==> images/placement_by_type.png <==
Bar = 100 um.
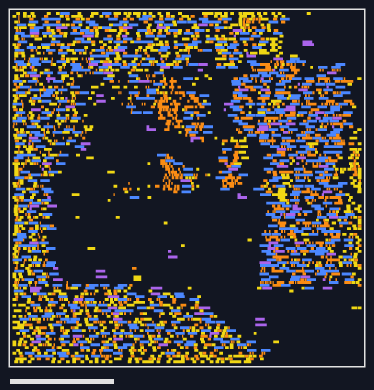
==> images/placement.png <==
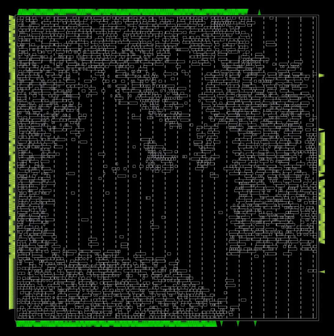
==> images/layer_met2.png <==
Cells faint in the background.
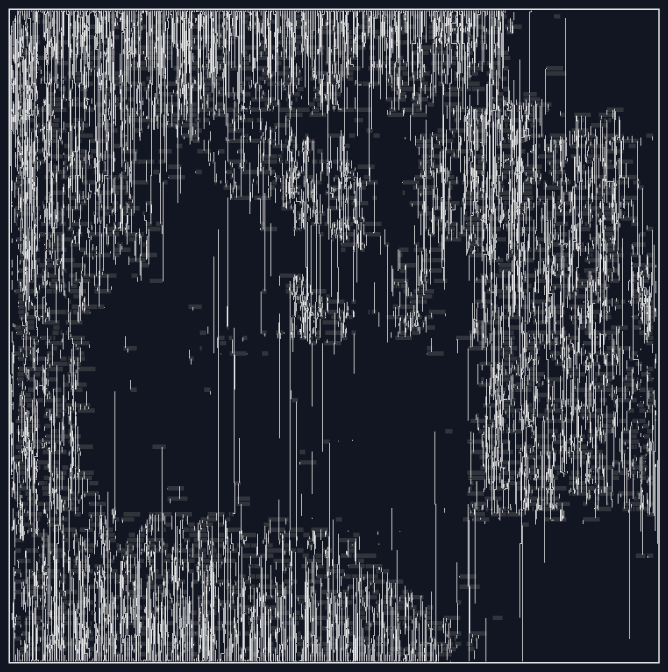
--- src/rtl/mvp_sched_pkg.sv ---
// Shared types for the MVP frame scheduler:
// FSM states, the output-entry layout and the coordinate saturation helper.
package mvp_sched_pkg;

   localparam logic [31:0] FLOAT_ONE = 32'h3F80_0000;

   typedef enum logic [3:0] {
      IDLE,
      U_START,
      U_ARM,
      U_WAIT,
      FETCH,
      X_START,
      X_ARM,
      X_WAIT,
      PUSH,
      DONE
   } state_e;

   typedef struct packed {
      logic signed [11:0] x;
      logic signed [11:0] y;
      logic               offscreen;
      logic               last;
   } out_entry_t;

   function automatic logic signed [11:0] sat12(input logic signed [31:0] v);
      if (v > 32'sd2047)
         return 12'sh7FF;
      else if (v < -32'sd2048)
         return 12'sh800;
      else
         return v[11:0];
   endfunction

endpackage

--- src/rtl/mvp_scheduler_if.sv ---
// Projected-vertex stream from the scheduler FIFO to the line rasterizer.
// Valid/ready handshake; head entry is popped when both are high.
interface mvp_scheduler_if;

   logic               out_valid;
   logic               out_ready;
   logic signed [11:0] out_x;
   logic signed [11:0] out_y;
   logic               out_offscreen;
   logic               out_last;

   modport master (
      output out_valid,
      output out_x,
      output out_y,
      output out_offscreen,
      output out_last,
      input  out_ready
   );

   modport slave (
      input  out_valid,
      input  out_x,
      input  out_y,
      input  out_offscreen,
      input  out_last,
      output out_ready
   );

endinterface

--- src/rtl/mvp_scheduler_sync_fifo.sv ---
// Single-clock FIFO with power-of-two depth; head is shown combinationally.
// Push on full and pop on empty are dropped.
module sync_fifo #(
   parameter int WIDTH = 8,
   parameter int DEPTH = 8
) (
   input  logic             clock,
   input  logic             resetn,
   input  logic             push_i,
   input  logic [WIDTH-1:0] din_i,
   input  logic             pop_i,
   output logic [WIDTH-1:0] dout_o,
   output logic             full_o,
   output logic             empty_o
);

   localparam int AW = $clog2(DEPTH);
   localparam logic [AW-1:0] P_ONE = 1;
   localparam logic [AW:0]   C_ONE = 1;
   localparam logic [AW:0]   C_FULL = (AW+1)'(DEPTH);

   logic [WIDTH-1:0] mem_q [DEPTH];
   logic [AW-1:0]    wr_q, rd_q;
   logic [AW:0]      cnt_q;
   logic             do_push, do_pop;

   assign full_o  = (cnt_q == C_FULL);
   assign empty_o = (cnt_q == '0);
   assign do_push = push_i & ~full_o;
   assign do_pop  = pop_i & ~empty_o;
   assign dout_o  = mem_q[rd_q];

   always_ff @(posedge clock or negedge resetn) begin
      if (!resetn) begin
         wr_q  <= '0;
         rd_q  <= '0;
         cnt_q <= '0;
         for (int i = 0; i < DEPTH; i++)
            mem_q[i] <= '0;
      end else begin
         if (do_push) begin
            mem_q[wr_q] <= din_i;
            wr_q        <= wr_q + P_ONE;
         end
         if (do_pop)
            rd_q <= rd_q + P_ONE;
         if (do_push && !do_pop)
            cnt_q <= cnt_q + C_ONE;
         else if (do_pop && !do_push)
            cnt_q <= cnt_q - C_ONE;
      end
   end

endmodule

--- src/rtl/mvp_scheduler.sv ---
// Frame sequencer for the MVP engine: one pose update per frame, then every
// ROM vertex is transformed and pushed as a saturated screen point.
module mvp_scheduler
   import mvp_sched_pkg::*;
#(
   parameter int ADDR_W     = 10,
   parameter int MEM_LAT    = 2,
   parameter int FIFO_DEPTH = 8,
   parameter int SCR_W      = 640,
   parameter int SCR_H      = 480
) (
   input  logic              clock,
   input  logic              resetn,
   input  logic              frame_start,
   input  logic [ADDR_W:0]   num_verts,
   input  logic [31:0]       roll,
   input  logic [31:0]       pitch,
   input  logic [31:0]       yaw,
   input  logic [31:0]       speed,
   input  logic [31:0]       cam_x,
   input  logic [31:0]       cam_y,
   input  logic [31:0]       cam_z,
   output logic              busy,
   output logic              frame_done,
   output logic              frame_overrun,
   output logic              mvp_start,
   output logic              mvp_update,
   output logic [31:0]       mvp_roll,
   output logic [31:0]       mvp_pitch,
   output logic [31:0]       mvp_yaw,
   output logic [31:0]       mvp_speed,
   output logic [31:0]       mvp_x,
   output logic [31:0]       mvp_y,
   output logic [31:0]       mvp_z,
   input  logic              mvp_done,
   input  logic [31:0]       mvp_vx,
   input  logic [31:0]       mvp_vy,
   input  logic [31:0]       mvp_vz,
   input  logic [31:0]       mvp_ox,
   input  logic [31:0]       mvp_oy,
   output logic [31:0]       vel_x,
   output logic [31:0]       vel_y,
   output logic [31:0]       vel_z,
   output logic [ADDR_W-1:0] vert_addr,
   input  logic [95:0]       vert_data,
   mvp_scheduler_if.master   out_if
);

   localparam logic [ADDR_W:0] I_ONE = 1;
   localparam logic [2:0]      LAT   = 3'(MEM_LAT);
   localparam logic [2:0]      L_ONE = 3'd1;
   localparam logic [31:0]     XLIM  = 32'(SCR_W);
   localparam logic [31:0]     YLIM  = 32'(SCR_H);

   state_e          state_q, state_d;
   logic [ADDR_W:0] nv_q, nv_d, idx_q, idx_d;
   logic [2:0]      cnt_q, cnt_d;
   logic [31:0]     roll_q, roll_d, pitch_q, pitch_d;
   logic [31:0]     yaw_q, yaw_d, speed_q, speed_d;
   logic [31:0]     mx_q, mx_d, my_q, my_d, mz_q, mz_d;
   logic [31:0]     vx_q, vx_d, vy_q, vy_d, vz_q, vz_d;
   logic            upd_q, upd_d, ovr_q, ovr_d;
   logic            push, full, empty, last;
   out_entry_t      ent, head;

   assign last = (idx_q == nv_q - I_ONE);

   // Unsigned compare folds the negative-coordinate case into the range test.
   assign ent.x         = sat12(mvp_ox);
   assign ent.y         = sat12(mvp_oy);
   assign ent.offscreen = (mvp_ox >= XLIM) | (mvp_oy >= YLIM);
   assign ent.last      = last;

   always_comb begin
      state_d = state_q;
      nv_d    = nv_q;
      idx_d   = idx_q;
      cnt_d   = cnt_q;
      roll_d  = roll_q;
      pitch_d = pitch_q;
      yaw_d   = yaw_q;
      speed_d = speed_q;
      mx_d    = mx_q;
      my_d    = my_q;
      mz_d    = mz_q;
      vx_d    = vx_q;
      vy_d    = vy_q;
      vz_d    = vz_q;
      upd_d   = upd_q;
      ovr_d   = frame_start & (state_q != IDLE);
      push    = 1'b0;
      unique case (state_q)
         IDLE: begin
            if (frame_start) begin
               nv_d    = num_verts;
               idx_d   = '0;
               roll_d  = roll;
               pitch_d = pitch;
               yaw_d   = yaw;
               speed_d = speed;
               mx_d    = cam_x;
               my_d    = cam_y;
               mz_d    = cam_z;
               upd_d   = 1'b1;
               state_d = U_START;
            end
         end
         U_START: state_d = U_ARM;
         U_ARM:   state_d = U_WAIT;
         U_WAIT: begin
            if (mvp_done) begin
               vx_d = mvp_vx;
               vy_d = mvp_vy;
               vz_d = mvp_vz;
               cnt_d = '0;
               state_d = (nv_q == '0) ? DONE : FETCH;
            end
         end
         FETCH: begin
            if (cnt_q == LAT) begin
               mx_d    = vert_data[95:64];
               my_d    = vert_data[63:32];
               mz_d    = vert_data[31:0];
               upd_d   = 1'b0;
               state_d = X_START;
            end else begin
               cnt_d = cnt_q + L_ONE;
            end
         end
         X_START: state_d = X_ARM;
         X_ARM:   state_d = X_WAIT;
         X_WAIT: begin
            if (mvp_done)
               state_d = PUSH;
         end
         PUSH: begin
            if (!full) begin
               push = 1'b1;
               if (last) begin
                  state_d = DONE;
               end else begin
                  idx_d   = idx_q + I_ONE;
                  cnt_d   = '0;
                  state_d = FETCH;
               end
            end
         end
         DONE:    state_d = IDLE;
         default: state_d = IDLE;
      endcase
   end

   always_ff @(posedge clock or negedge resetn) begin
      if (!resetn) begin
         state_q <= IDLE;
         nv_q    <= '0;
         idx_q   <= '0;
         cnt_q   <= '0;
         roll_q  <= '0;
         pitch_q <= '0;
         yaw_q   <= '0;
         speed_q <= '0;
         mx_q    <= '0;
         my_q    <= '0;
         mz_q    <= '0;
         vx_q    <= '0;
         vy_q    <= '0;
         vz_q    <= '0;
         upd_q   <= 1'b0;
         ovr_q   <= 1'b0;
      end else begin
         state_q <= state_d;
         nv_q    <= nv_d;
         idx_q   <= idx_d;
         cnt_q   <= cnt_d;
         roll_q  <= roll_d;
         pitch_q <= pitch_d;
         yaw_q   <= yaw_d;
         speed_q <= speed_d;
         mx_q    <= mx_d;
         my_q    <= my_d;
         mz_q    <= mz_d;
         vx_q    <= vx_d;
         vy_q    <= vy_d;
         vz_q    <= vz_d;
         upd_q   <= upd_d;
         ovr_q   <= ovr_d;
      end
   end

   sync_fifo #(
      .WIDTH ($bits(out_entry_t)),
      .DEPTH (FIFO_DEPTH)
   ) u_fifo (
      .clock   (clock),
      .resetn  (resetn),
      .push_i  (push),
      .din_i   (ent),
      .pop_i   (out_if.out_valid & out_if.out_ready),
      .dout_o  (head),
      .full_o  (full),
      .empty_o (empty)
   );

   assign busy          = (state_q != IDLE);
   assign frame_done    = (state_q == DONE);
   assign frame_overrun = ovr_q;
   assign mvp_start     = (state_q == U_START) | (state_q == X_START);
   assign mvp_update    = upd_q;
   assign mvp_roll      = roll_q;
   assign mvp_pitch     = pitch_q;
   assign mvp_yaw       = yaw_q;
   assign mvp_speed     = speed_q;
   assign mvp_x         = mx_q;
   assign mvp_y         = my_q;
   assign mvp_z         = mz_q;
   assign vel_x         = vx_q;
   assign vel_y         = vy_q;
   assign vel_z         = vz_q;
   assign vert_addr     = idx_q[ADDR_W-1:0];

   assign out_if.out_valid     = ~empty;
   assign out_if.out_x         = head.x;
   assign out_if.out_y         = head.y;
   assign out_if.out_offscreen = head.offscreen;
   assign out_if.out_last      = head.last;

endmodule

--- src/flat_wrapper.sv ---
// flat-port wrapper written by rule: the top's interface ports become plain ports
module mvp_scheduler_flat import mvp_sched_pkg::*;
#(
   parameter int ADDR_W     = 10,
   parameter int MEM_LAT    = 2,
   parameter int FIFO_DEPTH = 8,
   parameter int SCR_W      = 640,
   parameter int SCR_H      = 480
)
  (clock, resetn, frame_start, num_verts, roll, pitch, yaw, speed, cam_x, cam_y, cam_z, busy, frame_done, frame_overrun, mvp_start, mvp_update, mvp_roll, mvp_pitch, mvp_yaw, mvp_speed, mvp_x, mvp_y, mvp_z, mvp_done, mvp_vx, mvp_vy, mvp_vz, mvp_ox, mvp_oy, vel_x, vel_y, vel_z, vert_addr, vert_data, out_if_out_valid, out_if_out_x, out_if_out_y, out_if_out_offscreen, out_if_out_last, out_if_out_ready);
  mvp_scheduler_if out_if_i ();
  input  logic clock;
  input  logic resetn;
  input  logic frame_start;
  input  logic [ADDR_W:0] num_verts;
  input  logic [31:0] roll;
  input  logic [31:0] pitch;
  input  logic [31:0] yaw;
  input  logic [31:0] speed;
  input  logic [31:0] cam_x;
  input  logic [31:0] cam_y;
  input  logic [31:0] cam_z;
  output logic busy;
  output logic frame_done;
  output logic frame_overrun;
  output logic mvp_start;
  output logic mvp_update;
  output logic [31:0] mvp_roll;
  output logic [31:0] mvp_pitch;
  output logic [31:0] mvp_yaw;
  output logic [31:0] mvp_speed;
  output logic [31:0] mvp_x;
  output logic [31:0] mvp_y;
  output logic [31:0] mvp_z;
  input  logic mvp_done;
  input  logic [31:0] mvp_vx;
  input  logic [31:0] mvp_vy;
  input  logic [31:0] mvp_vz;
  input  logic [31:0] mvp_ox;
  input  logic [31:0] mvp_oy;
  output logic [31:0] vel_x;
  output logic [31:0] vel_y;
  output logic [31:0] vel_z;
  output logic [ADDR_W-1:0] vert_addr;
  input  logic [95:0] vert_data;
  output wire logic [$bits(out_if_i.out_valid)-1:0] out_if_out_valid;
  output wire logic [$bits(out_if_i.out_x)-1:0] out_if_out_x;
  output wire logic [$bits(out_if_i.out_y)-1:0] out_if_out_y;
  output wire logic [$bits(out_if_i.out_offscreen)-1:0] out_if_out_offscreen;
  output wire logic [$bits(out_if_i.out_last)-1:0] out_if_out_last;
  input wire logic [$bits(out_if_i.out_ready)-1:0] out_if_out_ready;
  assign out_if_out_valid = out_if_i.out_valid;
  assign out_if_out_x = out_if_i.out_x;
  assign out_if_out_y = out_if_i.out_y;
  assign out_if_out_offscreen = out_if_i.out_offscreen;
  assign out_if_out_last = out_if_i.out_last;
  assign out_if_i.out_ready = out_if_out_ready;
  mvp_scheduler #(.ADDR_W(ADDR_W), .MEM_LAT(MEM_LAT), .FIFO_DEPTH(FIFO_DEPTH), .SCR_W(SCR_W), .SCR_H(SCR_H)) u_core (.clock(clock), .resetn(resetn), .frame_start(frame_start), .num_verts(num_verts), .roll(roll), .pitch(pitch), .yaw(yaw), .speed(speed), .cam_x(cam_x), .cam_y(cam_y), .cam_z(cam_z), .busy(busy), .frame_done(frame_done), .frame_overrun(frame_overrun), .mvp_start(mvp_start), .mvp_update(mvp_update), .mvp_roll(mvp_roll), .mvp_pitch(mvp_pitch), .mvp_yaw(mvp_yaw), .mvp_speed(mvp_speed), .mvp_x(mvp_x), .mvp_y(mvp_y), .mvp_z(mvp_z), .mvp_done(mvp_done), .mvp_vx(mvp_vx), .mvp_vy(mvp_vy), .mvp_vz(mvp_vz), .mvp_ox(mvp_ox), .mvp_oy(mvp_oy), .vel_x(vel_x), .vel_y(vel_y), .vel_z(vel_z), .vert_addr(vert_addr), .vert_data(vert_data), .out_if(out_if_i));
endmodule
--- config.mk ---
export PLATFORM = sky130hd
export DESIGN_NAME = mvp_scheduler_flat
export DESIGN_NICKNAME = d
export VERILOG_FILES = /design/src/rtl/mvp_sched_pkg.sv /design/src/rtl/mvp_scheduler_if.sv /design/src/rtl/mvp_scheduler_sync_fifo.sv /design/src/rtl/mvp_scheduler.sv /design/src/flat_wrapper.sv
export SDC_FILE = /design/constraint.sdc
export NUM_CORES = 1
export LEC_CHECK = 0
export CORE_AREA = 2 2 338 340
export DETAILED_ROUTE_END_ITERATION = 8
export DIE_AREA = 0 0 340 342
export PLACE_DENSITY = 0.51
export SYNTH_ARGS = -nofsm -noshare
export SYNTH_HDL_FRONTEND = slang
export SYNTH_SLANG_ARGS = --single-unit
export TNS_END_PERCENT = 5
--- constraint.sdc ---
create_clock -name clock -period 2.9 [get_ports clock]
set_input_delay 0.58 -clock clock [delete_from_list [all_inputs] [get_ports clock]]
set_output_delay 0.58 -clock clock [all_outputs]
set_load 0.05 [all_outputs]
==> flow_metrics.py <==
# Flow results
metrics = {
    "timing": {
        "fin_crit_ns": 2.98,
        "fin_tns_setup_ns": -0.953,
        "fmaxAchievable_mhz": 336,
        "hold_viol_final": 0,
        "setup_viol": 19,
        "setup_ws_ns": -0.0752,
    },
    "pwr": {
        "p_leak_nw": 16.1,
        "p_int_mw": 23.8,
        "clk-power_mw": 9.63,
        "switching_power_mw": 18.6,
        "maxPowerGroup": "combinational cells",
    },
    "grt": {
        "grt_pass1_vias": 20634,
        "antenna_found_initial": 31,
        "track_usage_pct": 16.6,
    },
    "yosys": {
        "ys_area_um2": 24400,
        "netlist_area_um2": 24400,
        "syn-instance-count": 2268,
        "synthArstFlopShare_pct": 100,
    },
    "clock_network": {
        "cts_tree": "built",
        "cts_resized": 45,
        "clock-root-buffer": "clkbuf_16",
        "clkSlewWorstSetupHoldPaths_ns": 0.06,
        "max-clock-path-buffers": 3,
        "h-tree-depth": 3,
    },
    "cells_and_area": {
        "flop_area_um2": 14200,
        "top_register": "u_core.u_fifo.mem_q",
    },
    "run_status": {
        "status": "complete, but fails checks",
        "violations": "negative setup slack",
    },
    "routing": {
        "wl_met1_mm": 40.5,
        "vias_per_cell": 4.24,
    },
    "setup_path": {
        "critPathCapture": "out_if_out_x[11]",
    },
    "die": {
        "fp_util_pct": 21.6,
    },
}
About placement_by_type.png:
- clock drivers and dummy loads: purple (cells 133)
- other buffers and delay cells: yellow (cells 974)
- flops: blue (cells 569)
- combinational and other logic: orange (cells 1,541)
Placeable Area: 113,000 um2
Finished Core Util: 33.9%
Post-Layout Inst Area: 38,400 um2
site row count: 124
flop share of the area: 37.1%

About placement.png:
Well Taps: 1,512
Layout Cells excl Fill: 4,740
# fillers: 11,397
Flops: 569

About layer_met2.png:
- main direction: vertical
- longest straight run: 183 um

-- cell usage after synthesis, types with 2 or more instances --
cell type,n,area share [%]
nand2_1,625,9.6
dfrtp_1,569,58
o21ai_0,206,4.2
mux2_2,144,6.6
a21oi_1,125,2.6
clkbuf_1,115,1.8
nor2_1,111,1.7
mux2i_1,97,4.0
mux4_2,52,4.8
nand4_1,26,0.67
buf_1,22,0.34
xnor2_1,17,0.61
nor3_1,14,0.29
nor4_1,14,0.36
buf_4,11,0.34
inv_1,11,0.17
nand3_1,11,0.23
ha_1,9,0.46
o31ai_1,8,0.25
or3_1,8,0.21
and3_1,7,0.18
buf_2,5,0.10
nand2b_1,5,0.13
o211ai_1,4,0.12
a21o_1,3,0.092
a31oi_1,3,0.077
buf_6,3,0.14
nor3b_1,3,0.092
nor4b_1,3,0.11
xor2_1,3,0.11
a21oi_2,2,0.072
a41oi_1,2,0.072
nand4b_1,2,0.072
nor2b_1,2,0.051
o22ai_1,2,0.051
or3_2,2,0.061
or4_1,2,0.061
or4_4,2,0.092
-- per-layer routing --
| metal | GRT usage, % | up-vias |
|---|---|---|
| met5 | 0 | - |
| met4 | 4.28 | 16 |
| met3 | 5.45 | 108 |
| met2 | 27.4 | 585 |
| met1 | 20.7 | 9861 |
| li1 | - | 9544 |
-- critical path: stages (launching register included) --
cell	delay (ns)
dfrtp_4	0.50
buf_12	0.15
buf_12	0.13
mux4_2	0.51
mux2_4	0.31
buf_8	0.16
-- cells by family after synthesis --
group / count (synthesis) / share of synthesized area (%)
AND/OR/NAND/NOR: 842 / 14.1
XOR/XNOR: 21 / 0.815
adder cells (fa/ha/maj): 10 / 0.543
buffers and inverters: 169 / 2.95
multiplexers: 293 / 15.4
flip-flops: 569 / 58.3
AND-OR/OR-AND: 364 / 7.87
Power is estimated from default activity; no workload was simulated.
